util_map.png
(4 px per um) The die is cut into 10 by 10 equal tiles; black is low, pale yellow is high, 0 to 100% covered.
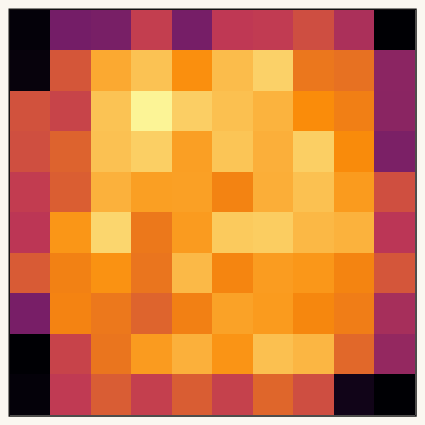
layers.png
(3 px per um)
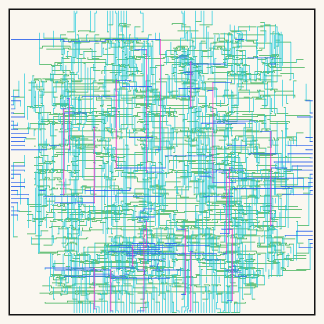
clock_nets.png
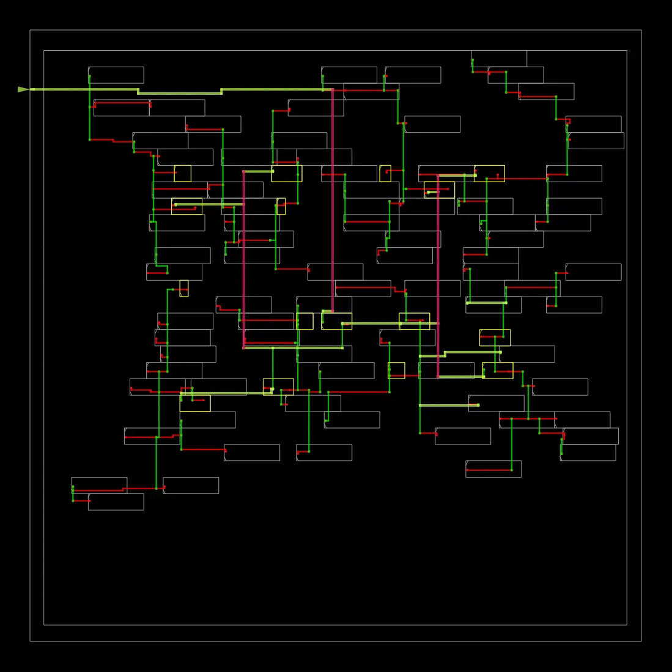
`src/rtl/command_serializer.sv`:
```
// Turns one latched command (opcode plus payload) into a byte stream for the
// downstream command receiver. Each byte is held until the receiver acknowledges it.
module command_serializer #(
    parameter int n_blocks       = 256,
    parameter int data_width     = 16,
    parameter int timeout_cycles = 1023,
    localparam int BLOCK_BYTES   = (n_blocks > 256) ? 2 : 1,
    localparam int DATA_BYTES    = (data_width == 24) ? 3 : 2
) (
    input  logic                     clk,
    input  logic                     reset,
    input  logic                     cmd_valid,
    output logic                     cmd_ready,
    input  logic [7:0]               cmd_opcode,
    input  logic [8*BLOCK_BYTES-1:0] cmd_block,
    input  logic [31:0]              cmd_instr,
    input  logic [8*DATA_BYTES-1:0]  cmd_data,
    input  logic [23:0]              cmd_delay_size,
    input  logic [23:0]              cmd_init_delay,
    input  logic                     rx_ready,
    output logic [7:0]               out_byte,
    output logic                     out_valid,
    input  logic                     next,
    output logic                     busy,
    output logic                     cmd_done,
    output logic                     cmd_error
);

    localparam logic [7:0] COMMAND_WRITE_BLOCK_INSTR  = 8'h01;
    localparam logic [7:0] COMMAND_WRITE_BLOCK_REG_0  = 8'h02;
    localparam logic [7:0] COMMAND_WRITE_BLOCK_REG_1  = 8'h03;
    localparam logic [7:0] COMMAND_UPDATE_BLOCK_REG_0 = 8'h04;
    localparam logic [7:0] COMMAND_UPDATE_BLOCK_REG_1 = 8'h05;
    localparam logic [7:0] COMMAND_ALLOC_DELAY        = 8'h06;
    localparam logic [7:0] COMMAND_SET_INPUT_GAIN     = 8'h07;
    localparam logic [7:0] COMMAND_SET_OUTPUT_GAIN    = 8'h08;
    localparam logic [7:0] COMMAND_SWAP_PIPELINES     = 8'h09;
    localparam logic [7:0] COMMAND_RESET_PIPELINE     = 8'h0A;
    localparam logic [7:0] COMMAND_COMMIT_REG_UPDATES = 8'h0B;

    localparam int TIMER_W = (timeout_cycles > 1) ? $clog2(timeout_cycles + 1) : 1;
    localparam logic [TIMER_W-1:0] TIMER_LAST = TIMER_W'(timeout_cycles - 1);

    typedef enum logic [1:0] {
        ST_IDLE,
        ST_WAIT_RX,
        ST_SEND,
        ST_GAP
    } state_t;

    state_t               r_state;
    logic [7:0]           r_opcode;
    logic [7:0]           r_out_byte;
    logic                 r_out_valid;
    logic                 r_done;
    logic                 r_error;
    logic [47:0]          r_shift;
    logic [2:0]           r_remaining;
    logic [TIMER_W-1:0]   r_timer;

    logic [47:0]          w_instr_payload;
    logic [47:0]          w_reg_payload;
    logic [47:0]          w_delay_payload;
    logic [47:0]          w_gain_payload;
    logic [47:0]          w_payload;
    logic [2:0]           w_len;
    logic                 w_known;

    // Payload fields are left-aligned so the first byte to send is always [47:40].
    assign w_instr_payload = 48'({cmd_block, cmd_instr}) << (48 - 8*BLOCK_BYTES - 32);
    assign w_reg_payload   = 48'({cmd_block, cmd_data}) << (48 - 8*BLOCK_BYTES - 8*DATA_BYTES);
    assign w_delay_payload = {cmd_delay_size, cmd_init_delay};
    assign w_gain_payload  = 48'(cmd_data) << (48 - 8*DATA_BYTES);

    always_comb begin
        w_known   = 1'b1;
        w_payload = '0;
        w_len     = 3'd0;
        case (cmd_opcode)
            COMMAND_WRITE_BLOCK_INSTR: begin
                w_payload = w_instr_payload;
                w_len     = 3'(BLOCK_BYTES + 4);
            end
            COMMAND_WRITE_BLOCK_REG_0,
            COMMAND_WRITE_BLOCK_REG_1,
            COMMAND_UPDATE_BLOCK_REG_0,
            COMMAND_UPDATE_BLOCK_REG_1: begin
                w_payload = w_reg_payload;
                w_len     = 3'(BLOCK_BYTES + DATA_BYTES);
            end
            COMMAND_ALLOC_DELAY: begin
                w_payload = w_delay_payload;
                w_len     = 3'd6;
            end
            COMMAND_SET_INPUT_GAIN,
            COMMAND_SET_OUTPUT_GAIN: begin
                w_payload = w_gain_payload;
                w_len     = 3'(DATA_BYTES);
            end
            COMMAND_SWAP_PIPELINES,
            COMMAND_RESET_PIPELINE,
            COMMAND_COMMIT_REG_UPDATES: begin
                w_len = 3'd0;
            end
            default: w_known = 1'b0;
        endcase
    end

    always_ff @(posedge clk or negedge reset) begin
        if (!reset) begin
            r_state     <= ST_IDLE;
            r_opcode    <= '0;
            r_out_byte  <= '0;
            r_out_valid <= 1'b0;
            r_done      <= 1'b0;
            r_error     <= 1'b0;
            r_shift     <= '0;
            r_remaining <= '0;
            r_timer     <= '0;
        end else begin
            r_done  <= 1'b0;
            r_error <= 1'b0;
            case (r_state)
                ST_IDLE: begin
                    if (cmd_valid) begin
                        if (w_known) begin
                            r_state     <= ST_WAIT_RX;
                            r_opcode    <= cmd_opcode;
                            r_shift     <= w_payload;
                            r_remaining <= w_len;
                        end else begin
                            r_error <= 1'b1;
                        end
                    end
                end
                ST_WAIT_RX: begin
                    if (rx_ready) begin
                        r_state     <= ST_SEND;
                        r_out_byte  <= r_opcode;
                        r_out_valid <= 1'b1;
                        r_timer     <= '0;
                    end
                end
                ST_SEND: begin
                    // An acknowledge in the final allowed cycle still completes the byte.
                    if (next) begin
                        r_out_valid <= 1'b0;
                        r_timer     <= '0;
                        if (r_remaining != 3'd0) begin
                            r_state <= ST_GAP;
                        end else begin
                            r_done  <= 1'b1;
                            r_state <= ST_IDLE;
                        end
                    end else if (r_timer == TIMER_LAST) begin
                        r_out_valid <= 1'b0;
                        r_error     <= 1'b1;
                        r_timer     <= '0;
                        r_state     <= ST_IDLE;
                    end else begin
                        r_timer <= r_timer + 1'b1;
                    end
                end
                ST_GAP: begin
                    r_out_byte  <= r_shift[47:40];
                    r_shift     <= {r_shift[39:0], 8'h00};
                    r_remaining <= r_remaining - 3'd1;
                    r_out_valid <= 1'b1;
                    r_timer     <= '0;
                    r_state     <= ST_SEND;
                end
                default: r_state <= ST_IDLE;
            endcase
        end
    end

    assign cmd_ready = (r_state == ST_IDLE);
    assign busy      = (r_state != ST_IDLE);
    assign out_byte  = r_out_byte;
    assign out_valid = r_out_valid;
    assign cmd_done  = r_done;
    assign cmd_error = r_error;

endmodule

```
`config.mk`:
```
export PLATFORM = sky130hd
export DESIGN_NAME = command_serializer
export DESIGN_NICKNAME = d
export VERILOG_FILES = /design/src/rtl/command_serializer.sv
export SDC_FILE = /design/constraint.sdc
export NUM_CORES = 1
export LEC_CHECK = 0
export ABC_AREA = 1
export CAP_MARGIN = 20
export CORE_MARGIN = 2
export CORE_UTILIZATION = 54
export DETAILED_ROUTE_END_ITERATION = 12
export GPL_ROUTABILITY_DRIVEN = 0
export PLACE_DENSITY = 0.84
export SYNTH_ARGS = -nofsm -noshare
export SYNTH_HDL_FRONTEND = slang
export SYNTH_SLANG_ARGS = --single-unit
```
`constraint.sdc`:
```
create_clock -name clk -period 2.2 [get_ports clk]
set_input_delay 0.44 -clock clk [delete_from_list [all_inputs] [get_ports clk]]
set_output_delay 0.44 -clock clk [all_outputs]
set_load 0.02 [all_outputs]
```
==> Implementation_results.wiki <==
== Run summary ==
{| class="wikitable"
! Metric !! Value
|-
| Hold WS || -0.00187 ns
|-
| IO Count || 130
|-
| Worst-case clock buffer depth || 2
|-
| Slew at the pin closest to its max-slew limit || 0.516 ns
|-
| Result of the run || finished with violations
|-
| Class of the most critical hold timing path || input pin to asynchronous set/reset pin
|-
| Most common flop cell mapped by yosys || sky130_fd_sc_hd__dfrtp_1
|-
| Arrival time at the worst endpoint || 1.67 ns
|-
| Top metal layer carrying routed signals || met4
|-
| Number of distinct standard cells referenced by the synthesized netlist || 34
|-
| Flip-flop and latch share of the layout cell area || 30.6%
|-
| Final Hold Viols || 3
|-
| Cells traversed along the worst timing path || nor2_2 -> clkdlybuf4s50_1
|-
| Routed via count divided by cell count || roughly 5.4
|-
| Inserted tap cell count || 111
|-
| Maximum clock frequency || 0.474 GHz
|-
| Slowest library cell on the worst path || sky130_fd_sc_hd__clkdlybuf4s50_1
|-
| Violation tally from detailed-route iteration zero || roughly 330
|-
| Worst setup startpoint || r_state[0]
|-
| Number of max-cap violations || 0
|-
| Total inserted antenna cells || 0
|-
| Seq cells post-synth || 82
|-
| Synthesized instance count || 740
|-
| Pwr dens || 762 nW/um^2
|-
| Violated checks || hold timing
|-
| Endpoint of the worst-slack reg-to-reg timing path || r_shift[36]
|-
| Post-cts gate resize count || 0
|-
| Yosys aoi share || 6.21%
|-
| Worst-case reg-to-reg path depth || 9
|-
| Xor/xnor cell area share of the yosys netlist || 0.343%
|-
| Final count of pins violating max slew || 0
|}
About util_map.png:
fullest tile	98%
tiles over 75% full	40%
densest ninth of the die	centre
nearly empty tiles	6.0%
mean over tiles	64%
final design utilization: 72.9%
area of the core region: 9200 um^2
Pre-Place Util: 55.6%

About layers.png:
colour	layer	wire length
magenta	M4	441 um
cyan	M2	7,180 um
blue	M3	880 um
green	M1	5,550 um
total number of vias: 5,285
All-Layer GR Usage: 28.6%
per-cell routed wire length: 14.4 um

About clock_nets.png:
source-to-sink clock delay at the later pin of the worst-skew pair: 0.35 ns
Clock net power: 981 uW

-- routing by layer --
layer  track usage (%)  vias to the layer above
met5                 0                        -
met4              12.0                        0
met3              5.45                       42
met2              49.6                      207
met1              35.0                     2430
li1                  -                     2606
-- power by group --
part | internal (mW) | switching (mW)
Combinational | 0.772 | 0.992
Sequential | 2.04 | 0.318
Clock | 0.440 | 0.541
Total | 3.25 | 1.85
-- cell usage after synthesis, types with 4 or more instances --
cell and count:
sky130_fd_sc_hd__buf_2 16, sky130_fd_sc_hd__o21ai_0 24, sky130_fd_sc_hd__nand3_1 134, sky130_fd_sc_hd__ha_1 4
sky130_fd_sc_hd__buf_6 6, sky130_fd_sc_hd__o21ai_1 8, sky130_fd_sc_hd__nor3_1 5, sky130_fd_sc_hd__buf_4 8
sky130_fd_sc_hd__o21ai_2 9, sky130_fd_sc_hd__a21oi_1 4, sky130_fd_sc_hd__dfrtp_1 82, sky130_fd_sc_hd__or2_2 8
sky130_fd_sc_hd__nand4_1 5, sky130_fd_sc_hd__inv_2 4, sky130_fd_sc_hd__clkbuf_1 8, sky130_fd_sc_hd__o31ai_1 4
sky130_fd_sc_hd__inv_1 55, sky130_fd_sc_hd__nor2_1 43, sky130_fd_sc_hd__nand2_1 289
-- sequential cells by signal (all words and copies together) (netlist names) --
name and cells:
cmd_done 1, r_shift 48, r_opcode 8, r_timer 10
r_remaining 3, out_valid 1, cmd_error 1, r_state 2
out_byte 8
-- metrics by stage --
stage	instances	setup WS [ns]	setup TNS, ns
after floorplan	740	0.482	0
after global placement	963	-0.0306	-0.0685
after detailed placement	963	-0.0618	-0.568
after CTS	979	0.0420	0
after global routing	979	0.0198	0
final	979	0.0888	0
Power is estimated from default activity; no workload was simulated.
